File: config.mk
export PLATFORM = sky130hd
export DESIGN_NAME = burrito_sequencer
export DESIGN_NICKNAME = d
export VERILOG_FILES = /design/src/rtl/burrito_sequencer.sv
export SDC_FILE = /design/constraint.sdc
export NUM_CORES = 1
export LEC_CHECK = 0
export CAP_MARGIN = 20
export CORE_UTILIZATION = 45
export CTS_BUF_LIST = sky130_fd_sc_hd__clkbuf_8
export DETAILED_ROUTE_END_ITERATION = 10
export MAX_ROUTING_LAYER = met4
export PLACE_DENSITY = 0.62
export SLEW_MARGIN = 20
export SYNTH_ARGS = -nofsm -noshare
export SYNTH_HDL_FRONTEND = slang
export SYNTH_SLANG_ARGS = --single-unit
File: constraint.sdc
create_clock -name clk -period 6.7 [get_ports clk]
set_input_delay 1.005 -clock clk [delete_from_list [all_inputs] [get_ports clk]]
set_output_delay 1.005 -clock clk [all_outputs]
set_load 0.03 [all_outputs]
File: src/rtl/burrito_sequencer.sv
// rtl/burrito_sequencer.sv - instruction memory and fetch/issue sequencer for the Burrito datapath
module burrito_sequencer #(
  parameter int             IW        = 20,
  parameter int             DEPTH     = 32,
  parameter int             AW        = 5,
  parameter logic [IW-1:0]  HALT_WORD = 20'h78000
) (
  input  logic          clk,
  input  logic          rst_n,
  input  logic          load_we,
  input  logic [AW-1:0] load_addr,
  input  logic [IW-1:0] load_data,
  input  logic          start,
  input  logic [AW:0]   prog_len,
  output logic [IW-1:0] instr_out,
  output logic          instr_valid,
  input  logic          instr_ready,
  output logic [AW-1:0] pc,
  output logic          busy,
  output logic          done
);

  typedef enum logic [1:0] {
    IDLE  = 2'd0,
    FETCH = 2'd1,
    ISSUE = 2'd2,
    DONE  = 2'd3
  } state_t;

  state_t        state;
  state_t        next_state;
  logic [IW-1:0] mem [DEPTH];
  logic [AW:0]   len;
  logic [AW:0]   len_in;
  logic          halt_seen;
  logic          handshake;
  logic          last;
  logic [IW-1:0] rd_word;

  assign len_in    = (prog_len > (AW+1)'(DEPTH)) ? (AW+1)'(DEPTH) : prog_len;
  assign handshake = (state == ISSUE) && instr_valid && instr_ready;
  assign last      = ({1'b0, pc} == (len - (AW+1)'(1)));
  assign rd_word   = mem[pc];
  assign busy      = (state == FETCH) || (state == ISSUE);
  assign done      = (state == DONE);

  // Host writes are only honoured while no program is running.
  always_ff @(posedge clk) begin
    if (load_we && (state == IDLE)) begin
      mem[load_addr] <= load_data;
    end
  end

  always_ff @(posedge clk) begin
    if (!rst_n) begin
      state <= IDLE;
    end else begin
      state <= next_state;
    end
  end

  always_comb begin
    next_state = state;
    case (state)
      IDLE: begin
        if (start) begin
          next_state = (len_in != '0) ? FETCH : DONE;
        end
      end
      FETCH: next_state = ISSUE;
      ISSUE: begin
        if (halt_seen) begin
          next_state = DONE;
        end else if (handshake) begin
          next_state = last ? DONE : FETCH;
        end
      end
      DONE:    next_state = IDLE;
      default: next_state = IDLE;
    endcase
  end

  // The memory read lands straight in the output register, so a halt word is
  // squashed before it can ever appear on instr_out.
  always_ff @(posedge clk) begin
    if (!rst_n) begin
      pc          <= '0;
      len         <= '0;
      instr_out   <= '0;
      instr_valid <= 1'b0;
      halt_seen   <= 1'b0;
    end else begin
      case (state)
        IDLE: begin
          if (start) begin
            len <= len_in;
            if (len_in != '0) begin
              pc <= '0;
            end
          end
        end
        FETCH: begin
          halt_seen   <= (rd_word == HALT_WORD);
          instr_valid <= (rd_word != HALT_WORD);
          instr_out   <= (rd_word == HALT_WORD) ? '0 : rd_word;
        end
        ISSUE: begin
          if (handshake) begin
            instr_valid <= 1'b0;
            instr_out   <= '0;
            if (!last) begin
              pc <= pc + AW'(1);
            end
          end
        end
        default: begin
          instr_valid <= 1'b0;
          instr_out   <= '0;
          halt_seen   <= 1'b0;
        end
      endcase
    end
  end

endmodule
==> run_1/power_grid.png <==
Scale bar: 50 um. Pins as bars on the die edge.
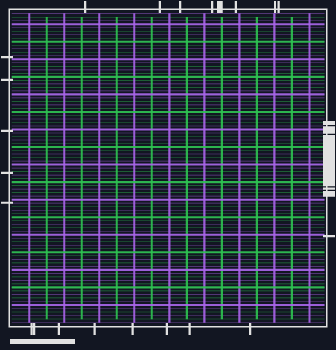
- green: VDD
- purple: VSS
- rows: 88
- met1 rails: 89
- signal pins: 64
- met4 straps: 17

==> run_1/placement_by_type.png <==
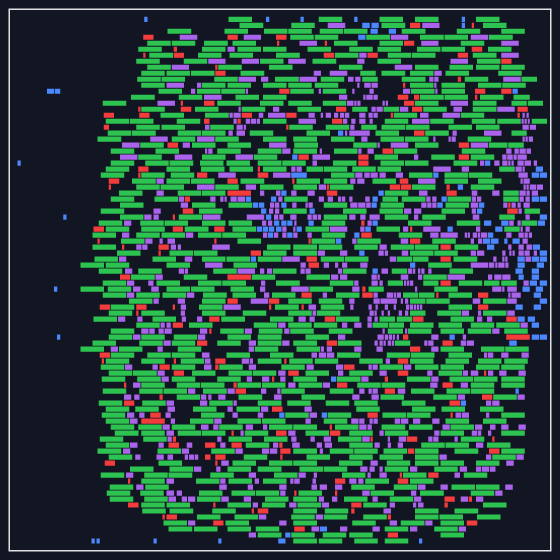
- blue: other buffers and delay cells (cells 115; share of their area 3.2%)
- red: clock drivers and dummy loads (cells 195; share of their area 7.0%)
- green: flops (cells 680; share of their area 69%)
- purple: combinational and other logic (cells 695; share of their area 21%)

==> summary.txt, run 1 <==
Results of the run.

The total buffers and inverters traversed by the critical path is 1. The smallest setup slack after layout is ~2.8 ns. The maximum clock frequency is between 0.2 and 0.3 GHz. The clock H-tree reported by CTS has 3 levels. The report puts the cell count of the worst reg-to-reg path at 9. The detailed router placed 14,206 vias in this run. The number of sinks on the clock net is about 680. In this run, CTS created clock tree buffers numbering approximately 100. The report gives the cell count of the worst hold path as 2. The root buffer cell is sky130_fd_sc_hd__clkbuf_8. The post-CTS setup buffer count is 0. The highest fanout seen on the critical path is ~130. The distinct cell type count of the synthesized netlist is slightly below 60.

The flow ran to the end, and the final reports show no timing, DRC or antenna violations. In the hold report, the worst path ends at len[5]. Per the summary, power density relative to cell area is 275 mW/mm^2. The initial antenna violation count is 1. The cell sequence reported for the critical path is buf_12, mux2i_1, a22oi_1, and3_1, a31oi_1, and3_1, nand4_1, nor4_4, o21ai_1. The worst VDD IR drop from the latest analysis is approximately 0.15 mV. The largest individual stage delay along the critical path comes from the cell sky130_fd_sc_hd__dfxtp_4.

The warning total across the stage logs is 31. The script extracted a total leakage power of 0.00920 uW. The smallest clock period supported by the final layout is computed as between 3 and 4 ns. The number of well-tap cells placed is between 700 and 800. STA classifies the critical path endpoint as a flop. Gates resized during post-CTS repair numbered 0.

The post-synthesis instance total is approximately 1,500. For reference, the placement row count at floorplan is just under 90. The timing endpoint of the critical path is instr_out[17]. The stat command in Yosys gives a chip area of 0.0266 mm^2.

The synthesized area is 0.0266 mm^2.
==> run_1/clk_routes.png <==
Scale bar: 50 um.
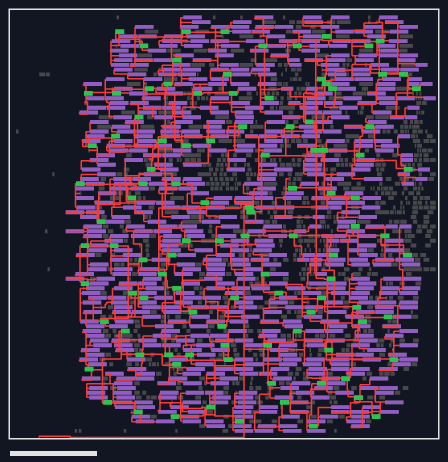
- red: clock wires (length 7,940 um)
- green: clock drivers (count 104)
- purple: flip-flops (count 680)
- routed clock nets: 105

==> run_1/wires.png <==
Scale bar: 50 um.
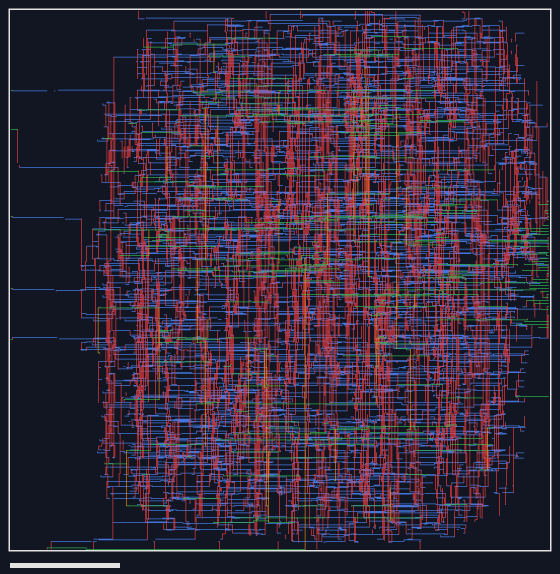
- red: metal 2 (wire length 30.2 mm)
- orange: metal 4 (wire length 1,210 um)
- blue: metal 1 (wire length 28.5 mm)
- green: metal 3 (wire length 4,350 um)

run 1: synth_stat cells (all sizes together), types with 14 or more instances:
master,n
o21ai,17
nand2,41
mux2i,202
edfxtp,640
mux4,60
clkbuf,29
dfxtp,40
buf,51
nand3,47
nor2,54
nor2b,14
a22oi,100
run 1: power by group:
group,internal [uW],switching [uW],leakage (uW),total [uW]
combinational,69.8,177,0.00196,247
sequential,4680,18.3,0.00609,4700
clock,1750,1590,0.00115,3340
total,6500,1790,0.00920,8290
run 1: kinds of logic after synthesis:
logic type,after synthesis
compound gates,176
mux,269
simple gates,224
xor+xnor,11
flops,680
buf+inv,89
fa+ha+maj,6
run 1: through the flow:
| step | total power (uW) | std cells | hold slack (ns) | area (um^2) |
|---|---|---|---|---|
| floorplan | 4890 | 1455 | 0.453 | 26600 |
| global placement | 5040 | 2255 | 0.484 | 28200 |
| detailed placement | 5050 | 2255 | 0.487 | 28200 |
| CTS | 8360 | 2450 | 0.495 | 30300 |
| global route | 8550 | 2451 | 0.527 | 30200 |
| finish | 8290 | 2451 | 0.496 | 30200 |
run 1: worst reg2reg max path: stages (launching register included):
cell and delay [ns]:
sky130_fd_sc_hd__dfxtp_4 0.91, sky130_fd_sc_hd__buf_12 0.70, sky130_fd_sc_hd__mux2i_1 0.54, sky130_fd_sc_hd__a22oi_1 0.13, sky130_fd_sc_hd__and3_1 0.19, sky130_fd_sc_hd__a31oi_1 0.36, sky130_fd_sc_hd__and3_1 0.25, sky130_fd_sc_hd__nand4_1 0.19
sky130_fd_sc_hd__nor4_4 0.42, sky130_fd_sc_hd__o21ai_1 0.12
run 1: metal layers:
metal	up-vias	global-route usage, %	routed length [um]
met5	-	-	0
met4	0	6.67	1210
met3	79	3.64	4350
met2	521	34.2	30200
met1	7423	30.9	28500
li1	6183	-	-
==> run_1/clocks.png <==
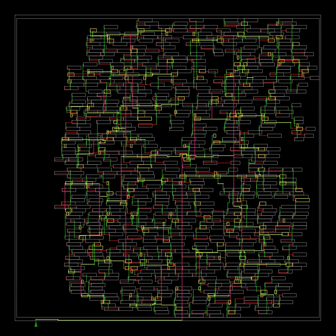

--- run 2 (diff from run 1) ---
clock period = 3.9 ns   (was 6.7 ns; I/O delays follow)
==> run_2/clocks.png <==
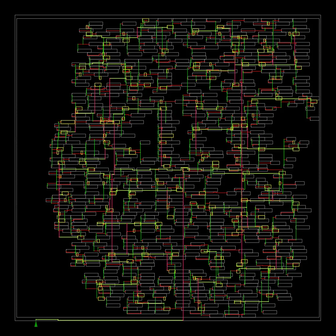
total clock sinks: 680
layout sequential cell count: 680
power dissipated in the clock network: 5540 uW

==> run 2 against run 1 <==
Compared with the run above: synthesized area is the same; cell count grew 2.2%; sequential power up 72%; critical path type unchanged; largest cell class unchanged.
==> summary.txt, run 2 <==
Results of the run.

For this run the aggregate overflow at the end of global routing stands at 0. The maximum VDD drop is 0.244 mV (+63%). The cell sitting at the root of the clock tree is a sky130_fd_sc_hd__clkbuf_8. The overall via count from detail_route is 14,297 (+0.64%). The maximum clock frequency came to 0.289 GHz (+13%). The timing endpoint of the critical path is instr_out[15]. The maximum level of the CTS H-tree is 3 (unchanged).

The overall power consumption is 14,100 uW (+69%). The initial antenna violation count is 3 (+2). The depth of the most critical reg-to-reg path is 12 (+3). The net switching power figure was 3030 uW (+69%). The minimum clock period after layout is 3.46 ns (-0.460 ns). The post-synthesis instance total is 1,455 (unchanged).

By count the netlist is led by 640 x sky130_fd_sc_hd__edfxtp_1, 202 x sky130_fd_sc_hd__mux2i_1, 100 x sky130_fd_sc_hd__a22oi_1, 59 x sky130_fd_sc_hd__mux4_2, 53 x sky130_fd_sc_hd__nor2_1. The cell with the most instances after synthesis is sky130_fd_sc_hd__edfxtp_1. The DRC violation total after the first TritonRoute iteration is ~1,400. The net count reported at finish is ~1,700. The distinct cell type count of the synthesized netlist is 58 (unchanged).

The pin closest to its max-slew limit shows a slew of between 1 and 1.5 ns. The warning total across the stage logs was 29 (-6.5%). The total number of placement rows is 88 (unchanged). The cell resize tally after clock tree synthesis is 0 (unchanged). The synthesis area per yosys is 0.0266 mm^2 (unchanged).

The total buffers and inverters traversed by the critical path is 4 (+3). Of all power groups, the one with the highest power is registers. The share of total power in the clock network is 39.4% (-0.9 points). The internal power contribution was 11,000 uW (+70%). The net switching fraction of the power was 21.6% (about the same). The total leakage power is 0.00951 uW (+3.4%). Listed in order, past its start point the critical path passes buf_12, buf_12, buf_4, buf_4, mux2i_1, a22oi_1, nand3_1, nand2_1, nand3b_1, nand3_1, nor4_4, o21ai_1. The highest fanout seen on the critical path is 28 (-78%). The run finished with clean final reports. The synthesized area is 0.0266 mm^2 (unchanged). The final hold slack came to 0.409 ns (-0.0866 ns). The number of clock buffers inserted by TritonCTS came to 105 (+0.96%).

The sequential group share of total power came to 57.5% (+0.8 points). The flip-flop and latch power came to 8080 uW (+72%). The power density over cell area is 458 mW/mm^2 (+67%).
==> run_2/wires.png <==
Scale bar: 50 um.
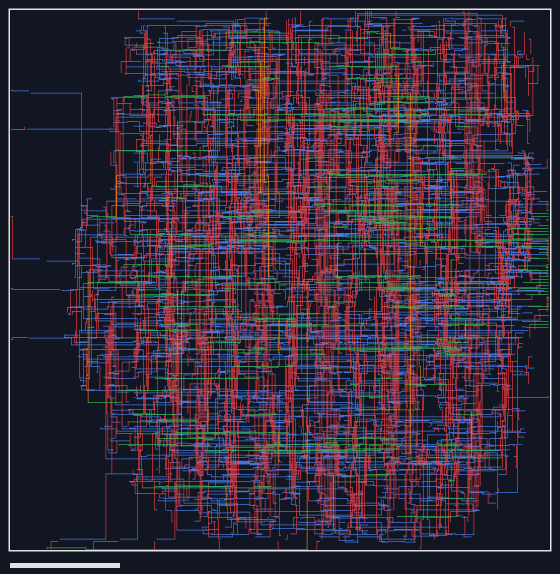
- red: metal 2 (wire length 30.8 mm)
- blue: metal 1 (wire length 28.0 mm)
- green: metal 3 (wire length 5,070 um)
- orange: metal 4 (wire length 1,110 um)

[run 2: worst min-delay path by stage]
stage                          endpoint  slack (ns)  depth (start not counted)
after CTS                 instr_out[17]        0.48                          2
after detailed placement  instr_out[17]        0.48                          2
after global placement    instr_out[17]        0.48                          2
after global routing         mem[21][0]        0.41                          1
final                       mem[20][16]        0.41                          1
after floorplan               halt_seen        0.45                          2
[run 2: worst reg2reg max path, delay by kind of cell (launching register included)]
family	cells	cell delay, ns
buf+inv	4	1.07
simple gates	5	1.12
compound gates	2	0.32
mux	1	0.13
flops	1	0.69
[run 2: metal layers]
layer  track usage [%]  vias to the layer above  part of all wire (%)
met2              34.5                      565                    47
li1                  -                     6297                     -
met4              6.32                        0                   1.7
met3              5.04                       84                   7.8
met5                 -                        -                     0
met1              30.5                     7351                    43
[run 2: cell type report]
type                    count  area, um^2
fillers                  4573       27400
well taps                 765         957
inverters                   9        33.8
clock buffers             116        1600
flip-flops and latches    680       20000
repair buffers            170        1520
clock inverters            77         367
multi-input cells         686        6150
diodes                      3        7.51
[run 2: per-stage QoR]
stage          util [%]  area, um^2  setup WS, ns  cells
6_report           52.8       30700         0.445   2506
5_1_grt            52.8       30700         0.184   2506
3_3_place_gp       49.6       28800         0.488   2310
3_5_place_dp       49.6       28800         0.435   2310
2_1_floorplan         -       26600          1.41   1455
4_1_cts            53.0       30700         0.422   2503
[run 2: cell families (layout without fill, tap and decap cells)]
logic type / after synthesis / in the layout / share of synthesized area, %
flops: 680 / 680 / 75.4
xor+xnor: 11 / 11 / 0.363
fa+ha+maj: 6 / 6 / 0.283
buf+inv: 89 / 372 / 1.87
other cells: 0 / 3 / 0
compound gates: 176 / 176 / 4.77
mux: 269 / 269 / 13.0
simple gates: 224 / 224 / 4.32
==> run_2/placement_by_type.png <==
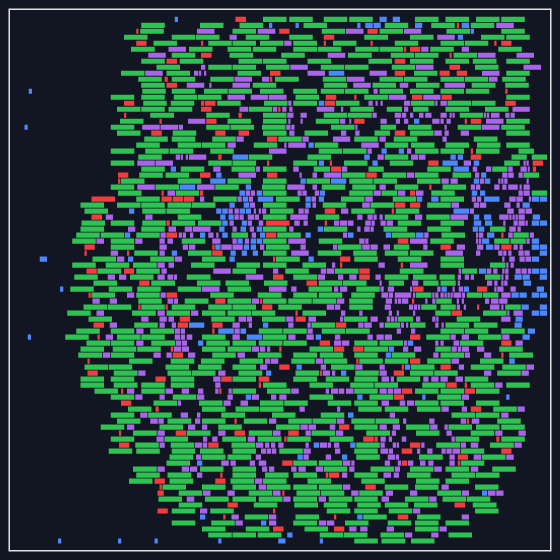

--- run 3 (diff from run 2) ---
clock period = 4.24 ns   (was 3.9 ns; I/O delays follow)
==> run_3/placement_by_type.png <==
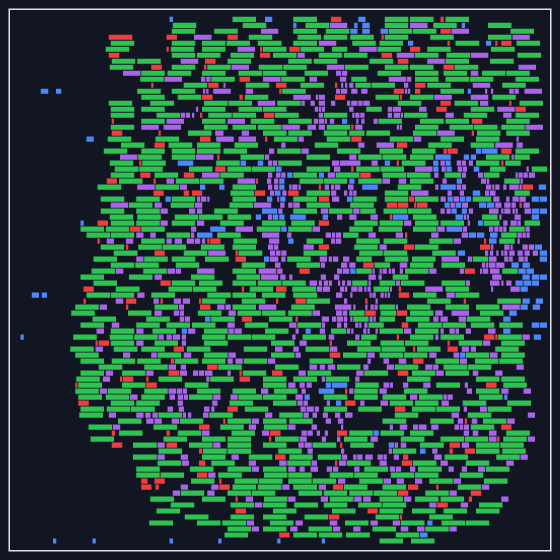
- green: flops (cells 680; share of their area 68%)
- blue: other buffers and delay cells (cells 133; share of their area 4.3%)
- red: clock drivers and dummy loads (cells 193; share of their area 6.5%)
- purple: combinational and other logic (cells 695; share of their area 21%)

==> run_3/clocks.png <==
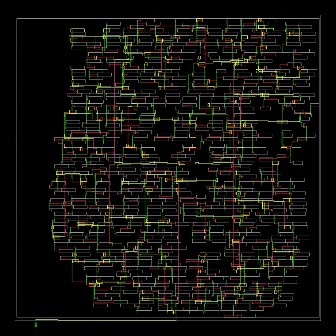
clock buffer instance count of the final layout: 110
clock tree skew after final layout: 0.0328 ns
CTS Buf Count: 106
Worst-Skew Late Latency: 0.70 ns
power dissipated in the clock network: 4920 uW

==> run 3 against run 2 <==
Compared with the run above: non-clock buffer count decreased by 37; setup slack improved by 0.41 ns; cell count decreased by 1.6%; combinational power decreased by 7.8%; total power decreased by 9.3%; sequential share of layout area increased by 0.74 points; via count decreased by 0.76%; clock power decreased by 11%; die size unchanged; hold slack improved by 0.065 ns; wire length decreased by 0.18%; first-iteration DRC count decreased by 19%; critical path type unchanged; largest cell class unchanged.
==> summary.txt, run 3 <==
Results of the run.

The DRC violation total after the first TritonRoute iteration is 1,160 (-19%). The total number of placement rows came to 88 (unchanged). The overall power consumption was 12,800 uW (-9.3%). The total buffers and inverters traversed by the critical path is 2 (-2). The final hold slack is 0.475 ns (+0.0654 ns). The final cell count without fillers is 2,467 (-1.6%).

The warning total across the stage logs was 29 (unchanged). The maximum level of the CTS H-tree was 3 (unchanged). The setup slack after placement is 0.912 ns (+0.477 ns). The met2 wire length came to 30,100 um (-2.2%).

The distinct cell type count of the synthesized netlist is 58 (unchanged). The initial antenna violation count was 1 (-2). The total routed wire length on the met1 layer is 28,600 um (+2.2%). The power density over cell area is 421 mW/mm^2 (-8.2%). The final cell area excluding filler cells is 0.0303 mm^2 (-1.1%). The maximum VDD drop is 0.276 mV (+13%).

For reference, the critical path cell chain is buf_4, mux4_2, mux2i_1, a221oi_1, nor3_1, buf_4, nand4_1, nor4_4, o21ai_1. The number of placed instances with taps included is 2,273 (-1.6%). The footprint of the multi-input gates is 0.00615 mm^2 (unchanged). The highest metal layer with signal wires is met4. The smallest setup slack after layout is 0.857 ns (+0.413 ns).

The root buffer cell is sky130_fd_sc_hd__clkbuf_8. After synthesis, the most frequently instantiated cells are 640 x sky130_fd_sc_hd__edfxtp_1, 202 x sky130_fd_sc_hd__mux2i_1, 100 x sky130_fd_sc_hd__a22oi_1, 59 x sky130_fd_sc_hd__mux4_2, 53 x sky130_fd_sc_hd__nor2_1. The share of the core filled with cells is 52.2% (-0.59 points). The net count reported at finish is 1,658 (-2.1%). The total overflow reported by the global router is 0 (unchanged). The synthesis area per yosys came to 0.0266 mm^2 (unchanged). The run finished with clean final reports.

The met3 layer wire length in the routed design is 4690 um (-7.5%).
[run 3: netlist changes by cell type in the layout (fill, tap and decap cells not counted), sizes merged]
cell	previous run	this run
clkinvlp	2	4
diode	3	1
clkinv	38	37
bufinv	2	1
inv	44	50
clkdlybuf4s50	47	49
clkbuf	116	110
buf	123	84
[run 3: cell type report]
class | count | share of cell area [%]
Sequential cell | 680 | 66.1
Multi-Input combinational cell | 686 | 20.3
Clock buffer | 110 | 4.99
Timing Repair Buffer | 133 | 4.12
Tap cell | 765 | 3.16
Clock inverter | 83 | 1.25
Inverter | 9 | 0.111
Antenna cell | 1 | 0.00825
[run 3: final timing paths]
kind                            slack, ns  depth (start not counted)          from             to
worst max-delay path                 0.86                          9          flop  instr_out[17]
worst min-delay path                 0.47                          1  load_data[3]     mem[13][3]
worst max register to register       0.86                          9          flop  instr_out[17]
worst min register to register       0.49                          2        len[5]         len[5]
[run 3: cell families (layout without fill, tap and decap cells)]
logic type | after synthesis | after routing | share of synthesized area [%]
AND-OR/OR-AND | 176 | 176 | 4.77
multiplexers | 269 | 269 | 13.0
other | 0 | 1 | 0
flip-flops | 680 | 680 | 75.4
adder cells (fa/ha/maj) | 6 | 6 | 0.283
buffers and inverters | 89 | 335 | 1.87
XOR/XNOR | 11 | 11 | 0.363
AND/OR/NAND/NOR | 224 | 224 | 4.32
[run 3: power by group]
group | switching [uW] | internal, uW
Clock | 2460 | 2460
Sequential | 30.1 | 7400
Combinational | 284 | 116
Total | 2770 | 9980
[run 3: metal layers]
layer | up-vias | track usage (%)
met4 | 0 | 7.41
met5 | - | -
met3 | 85 | 4.33
met2 | 547 | 33.8
li1 | 6233 | -
met1 | 7323 | 31.7
Power and IR drop assume default switching activity.
